==> run_1/power_grid.png <==
Drawn at 6 px/µm. Pins as bars on the die edge.
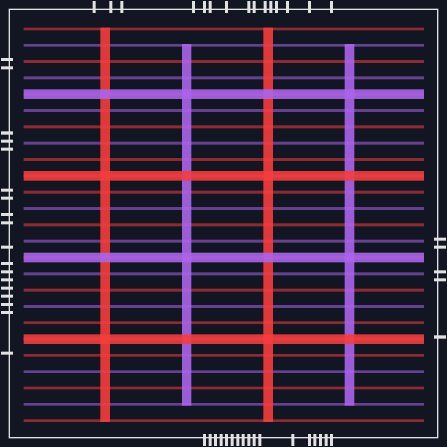
==> run_1/cell_density.png <==
Drawn at 6 px/µm. 7 x 7 tiles, from black (low) to pale yellow (high), 0 to 100% covered.
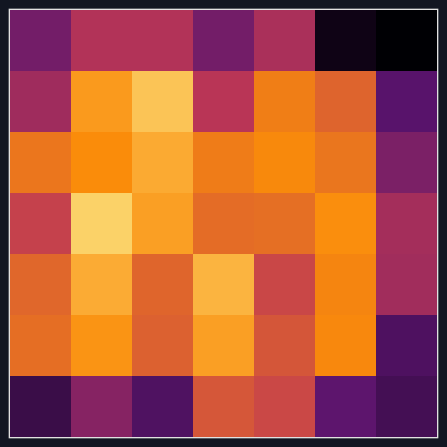
==> run_1/layer_met2.png <==
Drawn at 6 px/µm.
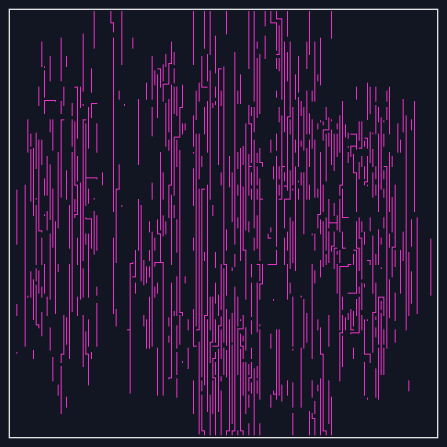
File: config.mk
export PLATFORM = sky130hd
export DESIGN_NAME = stack_pointer_ctrl_flat
export DESIGN_NICKNAME = d
export VERILOG_FILES = /design/src/rtl/sp_ctrl_pkg.sv /design/src/rtl/stack_pointer_ctrl_if.sv /design/src/rtl/sp_addsub.sv /design/src/rtl/stack_pointer_ctrl.sv /design/src/flat_wrapper.sv
export SDC_FILE = /design/constraint.sdc
export NUM_CORES = 1
export LEC_CHECK = 0
export ABC_AREA = 1
export CAP_MARGIN = 20
export CORE_MARGIN = 2
export CORE_UTILIZATION = 60
export CTS_BUF_LIST = sky130_fd_sc_hd__clkbuf_16
export CTS_CLUSTER_SIZE = 8
export DETAILED_ROUTE_END_ITERATION = 10
export DONT_BUFFER_PORTS = 1
export PLACE_DENSITY_LB_ADDON = 0.25
export SYNTH_ARGS = -nofsm -noshare
export SYNTH_HDL_FRONTEND = slang
export SYNTH_SLANG_ARGS = --single-unit
File: constraint.sdc
create_clock -name clk -period 9.2 [get_ports clk]
set_input_delay 2.76 -clock clk [delete_from_list [all_inputs] [get_ports clk]]
set_output_delay 2.76 -clock clk [all_outputs]
set_load 0.005 [all_outputs]
File: src/rtl/sp_ctrl_pkg.sv
// sp_ctrl_pkg: default stack bounds and the operation priority encoding
package sp_ctrl_pkg;
    localparam int ADDR_W_DEF = 8;
    localparam logic [7:0] SP_TOP_DEF = 8'hF0;
    localparam logic [7:0] SP_LIMIT_DEF = 8'hC0;
    localparam logic [7:0] ISR_SP_DEF = 8'hD0;

    typedef enum logic [3:0] {
        OP_NONE,
        OP_LOAD,
        OP_RESTORE,
        OP_SAVE,
        OP_ALLOC,
        OP_FREE,
        OP_PUSH,
        OP_POP,
        OP_REPL
    } op_t;

    // Highest-priority request wins; push with pop replaces the top of stack
    function automatic op_t decode_op(input logic load, input logic restore, input logic save,
                                      input logic alloc, input logic free, input logic push,
                                      input logic pop);
        return load ? OP_LOAD : restore ? OP_RESTORE : save ? OP_SAVE : alloc ? OP_ALLOC :
               free ? OP_FREE : (push && pop) ? OP_REPL : push ? OP_PUSH : pop ? OP_POP : OP_NONE;
    endfunction
endpackage

File: src/rtl/stack_pointer_ctrl_if.sv
// stack_pointer_ctrl_if: request/response bundle between the execute stage and the SP unit
interface stack_pointer_ctrl_if #(parameter int ADDR_W = sp_ctrl_pkg::ADDR_W_DEF);
    logic              sp_load_en;
    logic [ADDR_W-1:0] sp_load;
    logic              push;
    logic              pop;
    logic              alloc_en;
    logic              free_en;
    logic [ADDR_W-1:0] frame_size;
    logic              ctx_save;
    logic              ctx_restore;
    logic              err_clr;
    logic [ADDR_W-1:0] sp;
    logic [ADDR_W-1:0] mem_addr;
    logic              mem_en;
    logic [ADDR_W:0]   depth;
    logic              ovf_err;
    logic              unf_err;
    logic              op_fault;

    modport master(
        output sp_load_en, sp_load, push, pop, alloc_en, free_en, frame_size,
               ctx_save, ctx_restore, err_clr,
        input  sp, mem_addr, mem_en, depth, ovf_err, unf_err, op_fault
    );

    modport slave(
        input  sp_load_en, sp_load, push, pop, alloc_en, free_en, frame_size,
               ctx_save, ctx_restore, err_clr,
        output sp, mem_addr, mem_en, depth, ovf_err, unf_err, op_fault
    );
endinterface

File: src/rtl/sp_addsub.sv
// sp_addsub: W-bit add/subtract with carry (add) or borrow (subtract) out
module sp_addsub #(
    parameter int W = 9
) (
    input  logic [W-1:0] a,
    input  logic [W-1:0] b,
    input  logic         sub,
    output logic [W-1:0] y,
    output logic         co
);
    assign {co, y} = sub ? {1'b0, a} - {1'b0, b} : {1'b0, a} + {1'b0, b};
endmodule

File: src/rtl/stack_pointer_ctrl.sv
// stack_pointer_ctrl: bounds-checked full-descending stack pointer with frames and ISR shadow
module stack_pointer_ctrl
    import sp_ctrl_pkg::*;
#(
    parameter int                ADDR_W   = ADDR_W_DEF,
    parameter logic [ADDR_W-1:0] SP_TOP   = ADDR_W'(SP_TOP_DEF),
    parameter logic [ADDR_W-1:0] SP_LIMIT = ADDR_W'(SP_LIMIT_DEF),
    parameter logic [ADDR_W-1:0] ISR_SP   = ADDR_W'(ISR_SP_DEF)
) (
    input logic                 clk,
    input logic                 reset,
    stack_pointer_ctrl_if.slave bus
);
    localparam int W = ADDR_W + 1;

    logic [ADDR_W-1:0] sp, shadow, sp_nxt;
    logic [W-1:0]      depth, operand, res;
    logic              co, sub, legal, stack_op, bounded_op, ovf_set, unf_set;
    op_t               op;

    assign op = decode_op(bus.sp_load_en, bus.ctx_restore, bus.ctx_save, bus.alloc_en,
                          bus.free_en, bus.push, bus.pop);

    assign stack_op   = op inside {OP_PUSH, OP_POP, OP_REPL};
    assign bounded_op = stack_op || op inside {OP_ALLOC, OP_FREE};
    assign sub        = op inside {OP_PUSH, OP_ALLOC};
    assign operand    = op inside {OP_ALLOC, OP_FREE} ? {1'b0, bus.frame_size} : W'(1);

    // One adder serves both the single-word and the frame-sized moves
    sp_addsub #(.W(W)) u_addsub (
        .a  ({1'b0, sp}),
        .b  (operand),
        .sub(sub),
        .y  (res),
        .co (co)
    );

    // A borrow means the result went below zero, which can never be a legal SP
    assign legal = sub ? (!co && res >= {1'b0, SP_LIMIT}) : (res <= {1'b0, SP_TOP});

    assign ovf_set = (op == OP_LOAD && bus.sp_load < SP_LIMIT) || (bounded_op && sub && !legal);
    assign unf_set = (op == OP_LOAD && bus.sp_load > SP_TOP) || (bounded_op && !sub && !legal);

    // Next SP by operation; replace-top-of-stack keeps SP where it is
    always_comb begin
        sp_nxt = op == OP_LOAD    ? bus.sp_load :
                 op == OP_RESTORE ? shadow :
                 op == OP_SAVE    ? ISR_SP :
                 (bounded_op && legal && op != OP_REPL) ? res[ADDR_W-1:0] : sp;
    end

    // Pointer, shadow, depth and sticky faults; a new fault dominates err_clr
    always_ff @(posedge clk or negedge reset) begin
        if (!reset) begin
            sp          <= SP_TOP;
            shadow      <= SP_TOP;
            depth       <= '0;
            bus.ovf_err <= 1'b0;
            bus.unf_err <= 1'b0;
        end else begin
            sp          <= sp_nxt;
            shadow      <= op == OP_SAVE ? sp : shadow;
            depth       <= {1'b0, SP_TOP} - {1'b0, sp_nxt};
            bus.ovf_err <= ovf_set || (bus.ovf_err && !bus.err_clr);
            bus.unf_err <= unf_set || (bus.unf_err && !bus.err_clr);
        end
    end

    assign bus.sp       = sp;
    assign bus.depth    = depth;
    assign bus.mem_addr = (op == OP_PUSH && legal) ? res[ADDR_W-1:0] : sp;
    assign bus.mem_en   = stack_op && legal;
    assign bus.op_fault = bounded_op && !legal;
endmodule
File: src/flat_wrapper.sv
// flat-port wrapper written by rule: the top's interface ports become plain ports
module stack_pointer_ctrl_flat import sp_ctrl_pkg::*;
#(
    parameter int                ADDR_W   = ADDR_W_DEF,
    parameter logic [ADDR_W-1:0] SP_TOP   = ADDR_W'(SP_TOP_DEF),
    parameter logic [ADDR_W-1:0] SP_LIMIT = ADDR_W'(SP_LIMIT_DEF),
    parameter logic [ADDR_W-1:0] ISR_SP   = ADDR_W'(ISR_SP_DEF)
)
  (clk, reset, bus_sp_load_en, bus_sp_load, bus_push, bus_pop, bus_alloc_en, bus_free_en, bus_frame_size, bus_ctx_save, bus_ctx_restore, bus_err_clr, bus_sp, bus_mem_addr, bus_mem_en, bus_depth, bus_ovf_err, bus_unf_err, bus_op_fault);
  stack_pointer_ctrl_if #(.ADDR_W(ADDR_W)) bus_i ();
  input logic clk;
  input logic reset;
  input wire logic [$bits(bus_i.sp_load_en)-1:0] bus_sp_load_en;
  input wire logic [$bits(bus_i.sp_load)-1:0] bus_sp_load;
  input wire logic [$bits(bus_i.push)-1:0] bus_push;
  input wire logic [$bits(bus_i.pop)-1:0] bus_pop;
  input wire logic [$bits(bus_i.alloc_en)-1:0] bus_alloc_en;
  input wire logic [$bits(bus_i.free_en)-1:0] bus_free_en;
  input wire logic [$bits(bus_i.frame_size)-1:0] bus_frame_size;
  input wire logic [$bits(bus_i.ctx_save)-1:0] bus_ctx_save;
  input wire logic [$bits(bus_i.ctx_restore)-1:0] bus_ctx_restore;
  input wire logic [$bits(bus_i.err_clr)-1:0] bus_err_clr;
  output wire logic [$bits(bus_i.sp)-1:0] bus_sp;
  output wire logic [$bits(bus_i.mem_addr)-1:0] bus_mem_addr;
  output wire logic [$bits(bus_i.mem_en)-1:0] bus_mem_en;
  output wire logic [$bits(bus_i.depth)-1:0] bus_depth;
  output wire logic [$bits(bus_i.ovf_err)-1:0] bus_ovf_err;
  output wire logic [$bits(bus_i.unf_err)-1:0] bus_unf_err;
  output wire logic [$bits(bus_i.op_fault)-1:0] bus_op_fault;
  assign bus_i.sp_load_en = bus_sp_load_en;
  assign bus_i.sp_load = bus_sp_load;
  assign bus_i.push = bus_push;
  assign bus_i.pop = bus_pop;
  assign bus_i.alloc_en = bus_alloc_en;
  assign bus_i.free_en = bus_free_en;
  assign bus_i.frame_size = bus_frame_size;
  assign bus_i.ctx_save = bus_ctx_save;
  assign bus_i.ctx_restore = bus_ctx_restore;
  assign bus_i.err_clr = bus_err_clr;
  assign bus_sp = bus_i.sp;
  assign bus_mem_addr = bus_i.mem_addr;
  assign bus_mem_en = bus_i.mem_en;
  assign bus_depth = bus_i.depth;
  assign bus_ovf_err = bus_i.ovf_err;
  assign bus_unf_err = bus_i.unf_err;
  assign bus_op_fault = bus_i.op_fault;
  stack_pointer_ctrl #(.ADDR_W(ADDR_W), .SP_TOP(SP_TOP), .SP_LIMIT(SP_LIMIT), .ISR_SP(ISR_SP)) u_core (.clk(clk), .reset(reset), .bus(bus_i));
endmodule
==> impl_metrics.toml, run 1 <==
# flow metrics
[clock_tree]
holdBufCountCts = 0
cts_setup_buffers = 1
cts_buffers = 3
root_buffer = "clkbuf_16"

[power_and_ir_drop]
p_sw_uw = 215
cellLeakagePower_uw = 0.00167
pg_comb_uw = 237
powerDensity_mw_per_mm2 = 179
sequentialPower_uw = 178
power_leader = "combinational cells"
combPwrFrac_pct = 46.4
p_total_uw = 510

[final_timing]
min_period_over_period_pct = 97.1
tns_ns = 0
slew_headroom_pct = 65.2
report.final.slew_viol_count = 0
holdWs_ns = 0.493
fin_skew_ns = 0.00461
tightest_slew_ns = 0.518
rsz0062_at_grt = "false"
timing.fmax_ghz = 0.112
fin_crit_ns = 8.93

[worst_setup_path]
crit_family = "simple AND/OR/NAND/NOR gates"
reg2reg_depth = 22
cp-start-kind = "input pin"
rrSetupSlack_ns = 5.62
timing.rr.start = "u_core.bus.sp[0]"
cpMaxStageDelayCell = "fa_1"
crit_path_start = "bus_push"
r2r-end = "u_core.bus.depth[6]"
worstPathMaxFanout = 14
path_cells = "inv_1 > ha_1 > nand2_1 > nand3_4 > nor2_1 > buf_4 > nand2_1 > ha_1 > fa_1 > o21ai_1 > xor2_1 > nand2_1 > nand2_1 > nand2_1 > clkinv_1 > nand2_1 > nand2_2 > nand2_4 > nand2_1 > inv_1 > nand4_1 > buf_4 > mux2_2"
path_buffers = 5

[logic_synthesis]
fa_ha_area_share_pct = 10.7
async_reset_ff_share_pct = 100
synth-simple-area-share_pct = 39.9
synth_cell_types = 36
synthTopCellsByCount = "nand2_1, inv_1, nand3_1"
top_area_cell = "nand2_1"
fp_nets = 471
yosysWarnings = 0
mux_share_pct = 1.25
yosys_most_used_dff = "dfrtp_1"

[finish]
final_cell_area_mm2 = 0.00286
mi_logic_area_mm2 = 0.00170
diodes = 0
logic_gate_count = 308
sh_seq_area_pct = 23.1
final_cells = 477
final_nets = 474
largestClassByArea = "multi-input combinational cells"
syn_to_final_growth_pct = 5.55
reg_top3 = "u_core.bus.depth x8, u_core.bus.sp x8, u_core.shadow x8"
lay_top_count = "nand2_1"
comb-cell-share_pct = 59.6

[route]
drc = 0
wl_met1_mm = 2.72
topRoutingLayerUsed = "met4"
ant_nets = 0
vias_per_cell = 5.35
initialDrtViolationCount = 157
routedWlPerCell_um = 13.3

[die]
ios = 55
fp_util_pct = 62.2
die-height_um = 71.2
core_area_mm2 = 0.00435

[job]
warnings = 34

[grt]
grt_pass1_wl_mm = 10.7
busiest_layer = "met2"
antenna_found_initial = 0
grt_util_met3_pct = 1.85

[outcome]
status = "finished clean"

[placement]
placed_cells = 472
pre_cts_slack_ns = -0.0302

[min_path]
whs_path_depth = 2
Notes on power_grid.png above:
Purple is VDD. Red is VSS.
4 straps on met4. 55 signal pins sit on the boundary. The core has 24 rows. 25 met1 rails follow the rows. 4 straps on met5.

Notes on cell_density.png above:
The fullest tile reaches 90%. The emptiest ninth of the die: upper right. 20% of the tiles are over 75% full. 2.0% of the tiles are nearly empty. The mean over all tiles is 55%.

Notes on layer_met2.png above:
The wires run mostly vertical. The longest straight run is 35.7 µm. The layer holds 49% of the routed length.

==> run_1/clk_routes.png <==
Drawn at 4 px/µm.
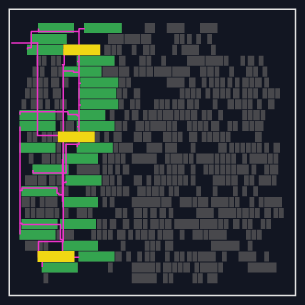

==> inputs of run 2 (changes only) <==
- SETUP_SLACK_MARGIN: not set -> 0.5
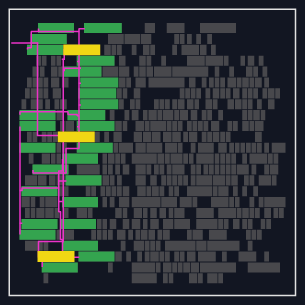
(run_2/clk_routes.png)
Drawn at 4 px/µm.
Magenta is clock wires, length 273 µm. Yellow is clock drivers, count 3. Green is flip-flops, count 26.
There are 4 routed clock nets.

==> impl_metrics.toml, run 2 <==
# flow metrics
[power_and_ir_drop]
pg_comb_uw = 259
combPwrFrac_pct = 48.5
sequentialPower_uw = 180
p_int_uw = 308
powerDensity_mw_per_mm2 = 175
p_sw_uw = 226
p_total_uw = 534
cellLeakagePower_uw = 0.00172
power_leader = "combinational cells"

[clock_tree]
root_buffer = "clkbuf_16"
holdBufCountCts = 0
cts_buffers = 3
clk-insertion-delay-late_ns = 0.26
cts_setup_buffers = 1

[worst_setup_path]
worst-path-stages = 26
crit_family = "simple AND/OR/NAND/NOR gates"
crit_path_start = "bus_push"
path_buffers = 7
cp-start-kind = "input pin"
r2r-end = "u_core.bus.depth[6]"
worstPathMaxFanout = 7
cpMaxStageDelayCell = "fa_2"
reg2reg_depth = 23
path_common_cell = "nand2_1"
rrSetupSlack_ns = 5.65
timing.rr.start = "u_core.bus.sp[0]"

[die]
die-height_um = 71.2
core_area_mm2 = 0.00435
fp_util_pct = 62.2
ios = 55
chipArea_mm2 = 0.00506
taps = 52

[grt]
antenna_found_initial = 0
grt_pass1_wl_mm = 10.7
grt_util_met3_pct = 1.85
busiest_layer = "met2"
met1_usage_pct = 33.1

[final_timing]
timing.fmax_ghz = 0.117
tns_ns = 0
fin_skew_ns = 0.00435
timing.final.ws_setup_ns = 0.674
holdWs_ns = 0.497
min_period_over_period_pct = 92.7
rsz0062_at_grt = "false"
tightest_slew_ns = 0.517
report.final.slew_viol_count = 0
slew_headroom_pct = 65.3
fin_crit_ns = 8.53

[logic_synthesis]
synth-simple-area-share_pct = 39.9
top_area_cell = "nand2_1"
async_reset_ff_share_pct = 100
yosys_most_used_dff = "dfrtp_1"
synth_cell_types = 36
mux_share_pct = 1.25
fa_ha_area_share_pct = 10.7
ys_cells = 423
yosysWarnings = 0
fp_nets = 471
synthTopCellsByCount = "nand2_1, inv_1, nand3_1"

[finish]
lay_top_count = "nand2_1"
reg_top3 = "u_core.bus.depth x8, u_core.bus.sp x8, u_core.shadow x8"
comb-cell-share_pct = 59.6
mi_logic_area_mm2 = 0.00182
syn_to_final_growth_pct = 12.8
flop_area_um2 = 661
final_cell_area_mm2 = 0.00305
drive_gt1_share_pct = 17.7
final_nets = 484
final_cells = 487
diodes = 0
signal_buffers = 16
sh_seq_area_pct = 21.6
largestClassByArea = "multi-input combinational cells"
logic_gate_count = 308

[route]
vias_per_cell = 5.51
wl_met1_mm = 2.86
ant_nets = 0
routedWlPerCell_um = 14.0
drc = 0
met3WireLength_um = 288
initialDrtViolationCount = 138
topRoutingLayerUsed = "met4"

[job]
warnings = 34

[outcome]
status = "finished clean"

[min_path]
whs_path_depth = 2

[placement]
pre_cts_slack_ns = -0.0302
dpl-instance-area_mm2 = 0.00277
placed_cells = 472
place.gp.congestion = 0.932
